==> images/registers.png <==
Other sequential cells in the stronger grey, the rest of the logic in the fainter grey.
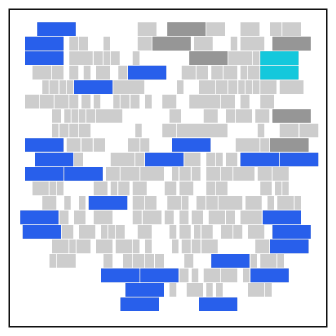
==> images/metal_stack.png <==
Scale bar: 20 µm.
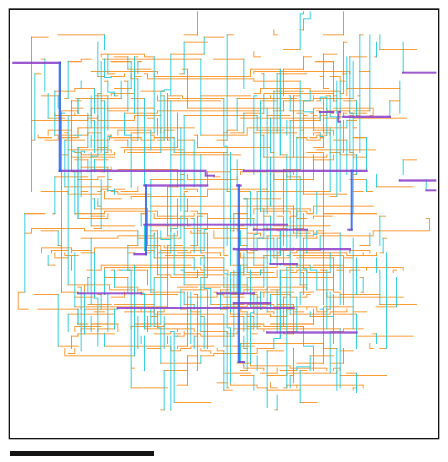
==> images/zoom.png <==
Window x 5 to 25, y 5 to 25 µm. Cells in grey, sequential cells in the stronger grey; small squares are vias.
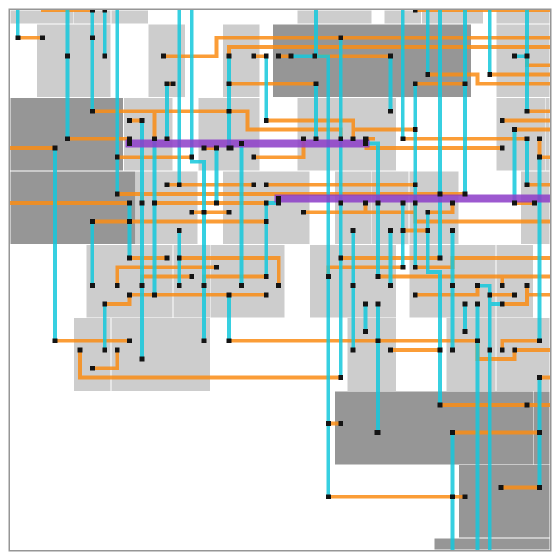
==> images/final_clocks.png <==
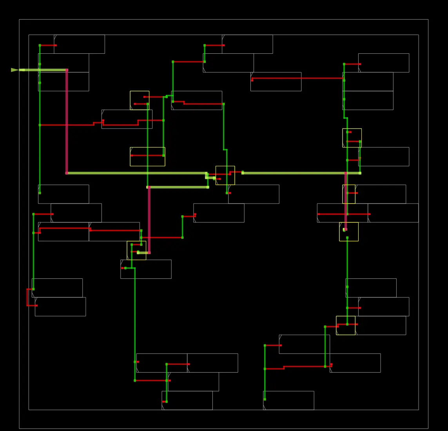
==> images/clock_map.png <==
Scale bar: 20 µm.
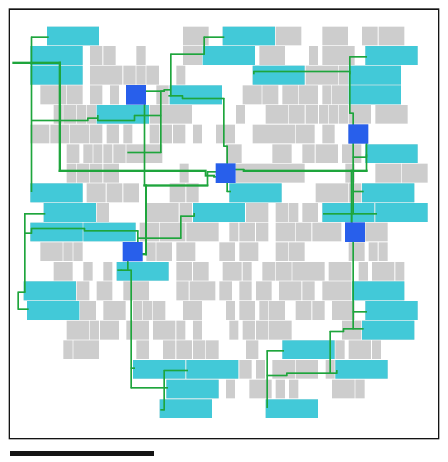
File: src/rtl/button_events.sv
// button_events: turns a clean, clk-synchronous button level into one-cycle
// event pulses (press, release, long-press, auto-repeat) plus a held level.
// One instance per button, fed by that button's debouncer.
//
// The release and repeat events are exposed as release_pulse and
// repeat_pulse because "release" and "repeat" are reserved words in
// SystemVerilog and cannot be used as port names.
module button_events #(
    parameter bit ACTIVE_LOW    = 1'b0,      // 1: input level 0 means pressed
    parameter int HOLD_CYCLES   = 50000000,  // press pulse -> long_press pulse, >= 1
    parameter int REPEAT_CYCLES = 10000000,  // spacing of repeat pulses, >= 1
    parameter bit REPEAT_EN     = 1'b1       // 0: repeat_pulse never asserts
) (
    input  logic clk,
    input  logic rst,
    input  logic in,
    output logic held,
    output logic press,
    output logic release_pulse,
    output logic long_press,
    output logic repeat_pulse
);

    // The counter only ever needs to reach the larger of the two thresholds.
    localparam int MAX_CYCLES = (HOLD_CYCLES > REPEAT_CYCLES) ? HOLD_CYCLES : REPEAT_CYCLES;
    localparam int CNT_W      = $clog2(MAX_CYCLES + 1);

    localparam logic [CNT_W-1:0] HOLD_LAST   = CNT_W'(HOLD_CYCLES - 1);
    localparam logic [CNT_W-1:0] REPEAT_LAST = CNT_W'(REPEAT_CYCLES - 1);

    typedef enum logic [1:0] {
        IDLE    = 2'd0,
        PRESSED = 2'd1,
        REPEAT  = 2'd2
    } state_t;

    // Normalised level: 1 always means "pressed" from here on.
    logic lvl;
    assign lvl = in ^ ACTIVE_LOW;

    state_t           state_reg, state_next;
    logic [CNT_W-1:0] cnt_reg, cnt_next;
    logic             lvl_q_reg;

    logic held_reg, held_next;
    logic press_reg, press_next;
    logic release_reg, release_next;
    logic long_reg, long_next;
    logic repeat_reg, repeat_next;

    // Next-state and next-output decode; every pulse defaults low.
    always_comb begin
        state_next   = state_reg;
        cnt_next     = cnt_reg;
        press_next   = 1'b0;
        release_next = 1'b0;
        long_next    = 1'b0;
        repeat_next  = 1'b0;

        case (state_reg)
            IDLE: begin
                // Only a fresh edge counts: a level already high when we
                // came out of reset must be released first.
                if (lvl && !lvl_q_reg) begin
                    press_next = 1'b1;
                    state_next = PRESSED;
                    cnt_next   = '0;
                end
            end

            PRESSED: begin
                // Release wins over the long-press threshold.
                if (!lvl) begin
                    release_next = 1'b1;
                    state_next   = IDLE;
                    cnt_next     = '0;
                end else if (cnt_reg == HOLD_LAST) begin
                    long_next  = 1'b1;
                    state_next = REPEAT;
                    cnt_next   = '0;
                end else begin
                    cnt_next = cnt_reg + 1'b1;
                end
            end

            REPEAT: begin
                // Release wins over the repeat threshold; with repeats
                // disabled the counter simply stays at zero.
                if (!lvl) begin
                    release_next = 1'b1;
                    state_next   = IDLE;
                    cnt_next     = '0;
                end else if (REPEAT_EN) begin
                    if (cnt_reg == REPEAT_LAST) begin
                        repeat_next = 1'b1;
                        cnt_next    = '0;
                    end else begin
                        cnt_next = cnt_reg + 1'b1;
                    end
                end
            end

            default: begin
                state_next = IDLE;
                cnt_next   = '0;
            end
        endcase

        // held tracks the state we are about to enter, so it rises with
        // press and falls with release.
        held_next = (state_next != IDLE);
    end

    // State, counter, previous level and registered outputs.
    always_ff @(posedge clk) begin
        if (rst) begin
            state_reg   <= IDLE;
            cnt_reg     <= '0;
            lvl_q_reg   <= lvl;
            held_reg    <= 1'b0;
            press_reg   <= 1'b0;
            release_reg <= 1'b0;
            long_reg    <= 1'b0;
            repeat_reg  <= 1'b0;
        end else begin
            state_reg   <= state_next;
            cnt_reg     <= cnt_next;
            lvl_q_reg   <= lvl;
            held_reg    <= held_next;
            press_reg   <= press_next;
            release_reg <= release_next;
            long_reg    <= long_next;
            repeat_reg  <= repeat_next;
        end
    end

    assign held          = held_reg;
    assign press         = press_reg;
    assign release_pulse = release_reg;
    assign long_press    = long_reg;
    assign repeat_pulse  = repeat_reg;

endmodule

File: config.mk
export PLATFORM = sky130hd
export DESIGN_NAME = button_events
export DESIGN_NICKNAME = d
export VERILOG_FILES = /design/src/rtl/button_events.sv
export SDC_FILE = /design/constraint.sdc
export NUM_CORES = 1
export LEC_CHECK = 0
export CAP_MARGIN = 10
export CORE_UTILIZATION = 55
export CTS_CLUSTER_DIAMETER = 50
export DETAILED_ROUTE_END_ITERATION = 7
export GPL_TIMING_DRIVEN = 1
export PLACE_DENSITY = 0.74
export SYNTH_ARGS = -nofsm -noshare
export SYNTH_HDL_FRONTEND = slang
export SYNTH_SLANG_ARGS = --single-unit
File: constraint.sdc
create_clock -name clk -period 3.1 [get_ports clk]
set_clock_uncertainty 0.1 [all_clocks]
set_input_delay 0.62 -clock clk [delete_from_list [all_inputs] [get_ports clk]]
set_output_delay 0.62 -clock clk [all_outputs]
set_load 0.02 [all_outputs]
==> run summary <==
The full implementation flow was run.

The number of antenna diodes in the final layout is 0. At the worst endpoint, the arrival time is 2.57 ns. The unique cell type count in the Yosys netlist stands at 47. TritonCTS built the clock tree. The residual overflow from global routing stands at 0.

The setup fix buffers added after clock tree synthesis stands at 0. Post-CTS repair ended up resizing 0 cells. The synthesis log from Yosys contains 0 warnings. The number of failing setup endpoints in the final timing report stands at 0. The number of instances in the placed design stands at 262. The via count of the first global-routing pass came to 1469. STA reports the tightest min-delay check as being of type flop to flop.

The sequential share of the synthesized area stands at 0.376. The share of synthesized area in the top cell type comes to 0.376. Per the synth log, the flip-flop and latch total comes to 34. The total clock buffers created by CTS stands at 5. The actual transition at the worst max-transition pin stands at 0.840 ns.

The total number of vias stands at 1617. Max fanout on the critical path was recorded as 7. The final hold violation count recorded for this run is 0. Per the detail_route report, routed wire per instance is 14.5 µm.

Looking at the VDD voltage map, the peak drop is 0.242 mV. The die width stands at 59.4 µm. In this run the vertical extent of the chip is 59.4 µm. The number of nets at floorplan stands at 222.

The placement row count stands at 20. Once routing completed, OpenROAD measured the worst setup slack at 0.640 ns. The timing report gives the clock slew at the launch and capture registers of the worst setup and hold paths as 0.12 ns.

The area of the synthesized netlist per yosys stat stands at 0.00181 mm². The final weighted congestion in routability-driven placement stands at 0.871. The overall die area stands at 0.00352 mm². The final max-slew violation count recorded for this run is 0. The flow ran to the end, and the final reports show no timing, DRC or antenna violations. The first-pass detailed-route iteration total stands at 4. Timing would allow up to 406 MHz. The total standard cell area after synthesis stands at 0.00181 mm². Summed over all instances, the cell type with the most area after synthesis is sky130_fd_sc_hd__dfxtp_1. The number of hold buffers added after cts stands at 0. The worst setup path is captured at a flop. After detailed routing, the total wire length is 3.93 mm. Max-cap violations in this run came to 0. By instance count after routing, the leading logic cell type is sky130_fd_sc_hd__dfxtp_1. Setup repair after global routing left no endpoint under its margin.

Nets still carrying antenna violations after routing amount to 0. Of the available clock period, the critical path in the final layout requires 0.794. In the final timing run, aggregate negative setup slack is 0 ns.

The first global-routing pass estimated 6.58 mm of wire. The cell count after synthesis stands at 214. The minimum clock period stands at 2.46 ns. The detailed router's first-iteration violation count stands at 74. In the setup report, the worst path falls into the class flop to flop. By instance count after routing, the leading logic cell types are sky130_fd_sc_hd__dfxtp_1 (34), sky130_fd_sc_hd__nand2_1 (26), sky130_fd_sc_hd__nor2_1 (18).
-- registers.png (at the start) --
Key: state_reg = cyan [flops 2]; cnt_reg = blue [flops 26, where widely spread]
Another 6 sequential cells are not coloured.
sequential portion of the cell area: 0.342
Power Sequential: 0.000442 W
fin util: 0.646
register cell area after layout: 681 µm²

-- metal_stack.png (at the start) --
Key: met2 = cyan [wire length 1790 µm]; met1 = orange [wire length 1900 µm]; met4 = blue [wire length 57.1 µm]; met3 = purple [wire length 180 µm]

-- zoom.png (at the start) --
Key: met2 = cyan; met3 = purple; met1 = orange
28 logic cells have their middle in the window. Netlist names of flops here include cnt_reg (4). Sequential cells in the window: 4. Most frequent: nand2_1 (4), dfxtp_1 (4), nand3_1 (3).

-- final_clocks.png (at the start) --
num sequential: 34
insertion delay at the late pin of the worst-skew pair: 0.34 ns
Clock group: 0.000260 W
clock sinks: 34
Layout clock buffers: 6

-- clock_map.png (at the start) --
Key: cells driving clock nets = blue [count 5]; clock wires = green [length 398 µm]; flip-flops = cyan [count 34]
Position of the flops: widely spread.

-- final cells by class --
| class | instances | area (µm²) |
|---|---|---|
| Timing Repair Buffer | 9 | 85.1 |
| Tap cell | 44 | 55.1 |
| Clock inverter | 2 | 12.5 |
| Inverter | 8 | 30.0 |
| Fill cell | 273 | 1090 |
| Sequential cell | 34 | 681 |
| Multi-Input combinational cell | 167 | 1070 |
| Clock buffer | 6 | 51.3 |
-- metrics by stage --
step	hold WS, ns	util	total power [W]	instance area [µm²]
6_report	0.385	0.646	0.000755	1990
3_3_place_gp	0.366	0.626	0.000503	1930
3_5_place_dp	0.377	0.626	0.000504	1930
2_1_floorplan	0.349	-	0.000485	1810
4_1_cts	0.394	0.646	0.000760	1990
5_1_grt	0.414	0.646	0.000784	1990
-- critical path, cell delays in order (launching register included) --
cell and delay (ns):
sky130_fd_sc_hd__dfxtp_1 0.40, sky130_fd_sc_hd__ha_1 0.20, sky130_fd_sc_hd__and3_1 0.31, sky130_fd_sc_hd__nand4_2 0.29
sky130_fd_sc_hd__o211ai_1 0.32, sky130_fd_sc_hd__a21boi_1 0.24, sky130_fd_sc_hd__o21ai_2 0.36, sky130_fd_sc_hd__nor2_1 0.09
-- routing by layer --
layer,global-route usage,vias to the layer above,part of all wire
met4,0.0918,0,0.015
met1,0.341,759,0.48
li1,-,810,-
met3,0.0524,8,0.046
met2,0.387,40,0.45
met5,0,-,0
-- cell usage after synthesis (all sizes together), types with 3 or more instances --
master	number
xnor2	3
a21oi	10
o211ai	3
nand3	17
nand2	26
ha	5
xor2	4
nor3	6
and2	3
mux2i	3
nor4	4
inv	8
nor4b	3
nor3b	4
and3	7
buf	3
a21o	4
o21ai	11
a31oi	4
dfxtp	34
nor2	18
and4	4
nand4	9
-- final timing paths --
path	from	cells after the start	slack (ns)	to
max	cnt_reg[0]	7	0.64	cnt_reg[9]
min	cnt_reg[2]	1	0.39	cnt_reg[2]
max reg2reg	cnt_reg[0]	7	0.64	cnt_reg[9]
min reg2reg	cnt_reg[2]	1	0.39	cnt_reg[2]
-- power breakdown --
part           leakage (nW)  switching [W]  internal, W
Sequential            0.275     0.00000186     0.000440
Combinational         0.362      0.0000335    0.0000191
Clock                0.0343       0.000151     0.000109
Total                 0.671       0.000187     0.000568
-- kinds of logic (layout without fill, tap and decap cells) --
| kind of cell | Yosys count | in the layout | synth area share |
|---|---|---|---|
| DFF | 34 | 34 | 0.376 |
| AOI/OAI and AO/OA | 43 | 43 | 0.176 |
| xor gates and xnor gates | 7 | 7 | 0.0339 |
| adders and majority gates | 5 | 5 | 0.0346 |
| muxes | 3 | 3 | 0.0166 |
| buffers and inverters | 13 | 25 | 0.0297 |
| and+or+nand+nor | 109 | 109 | 0.333 |
Power is estimated from default activity; no workload was simulated.
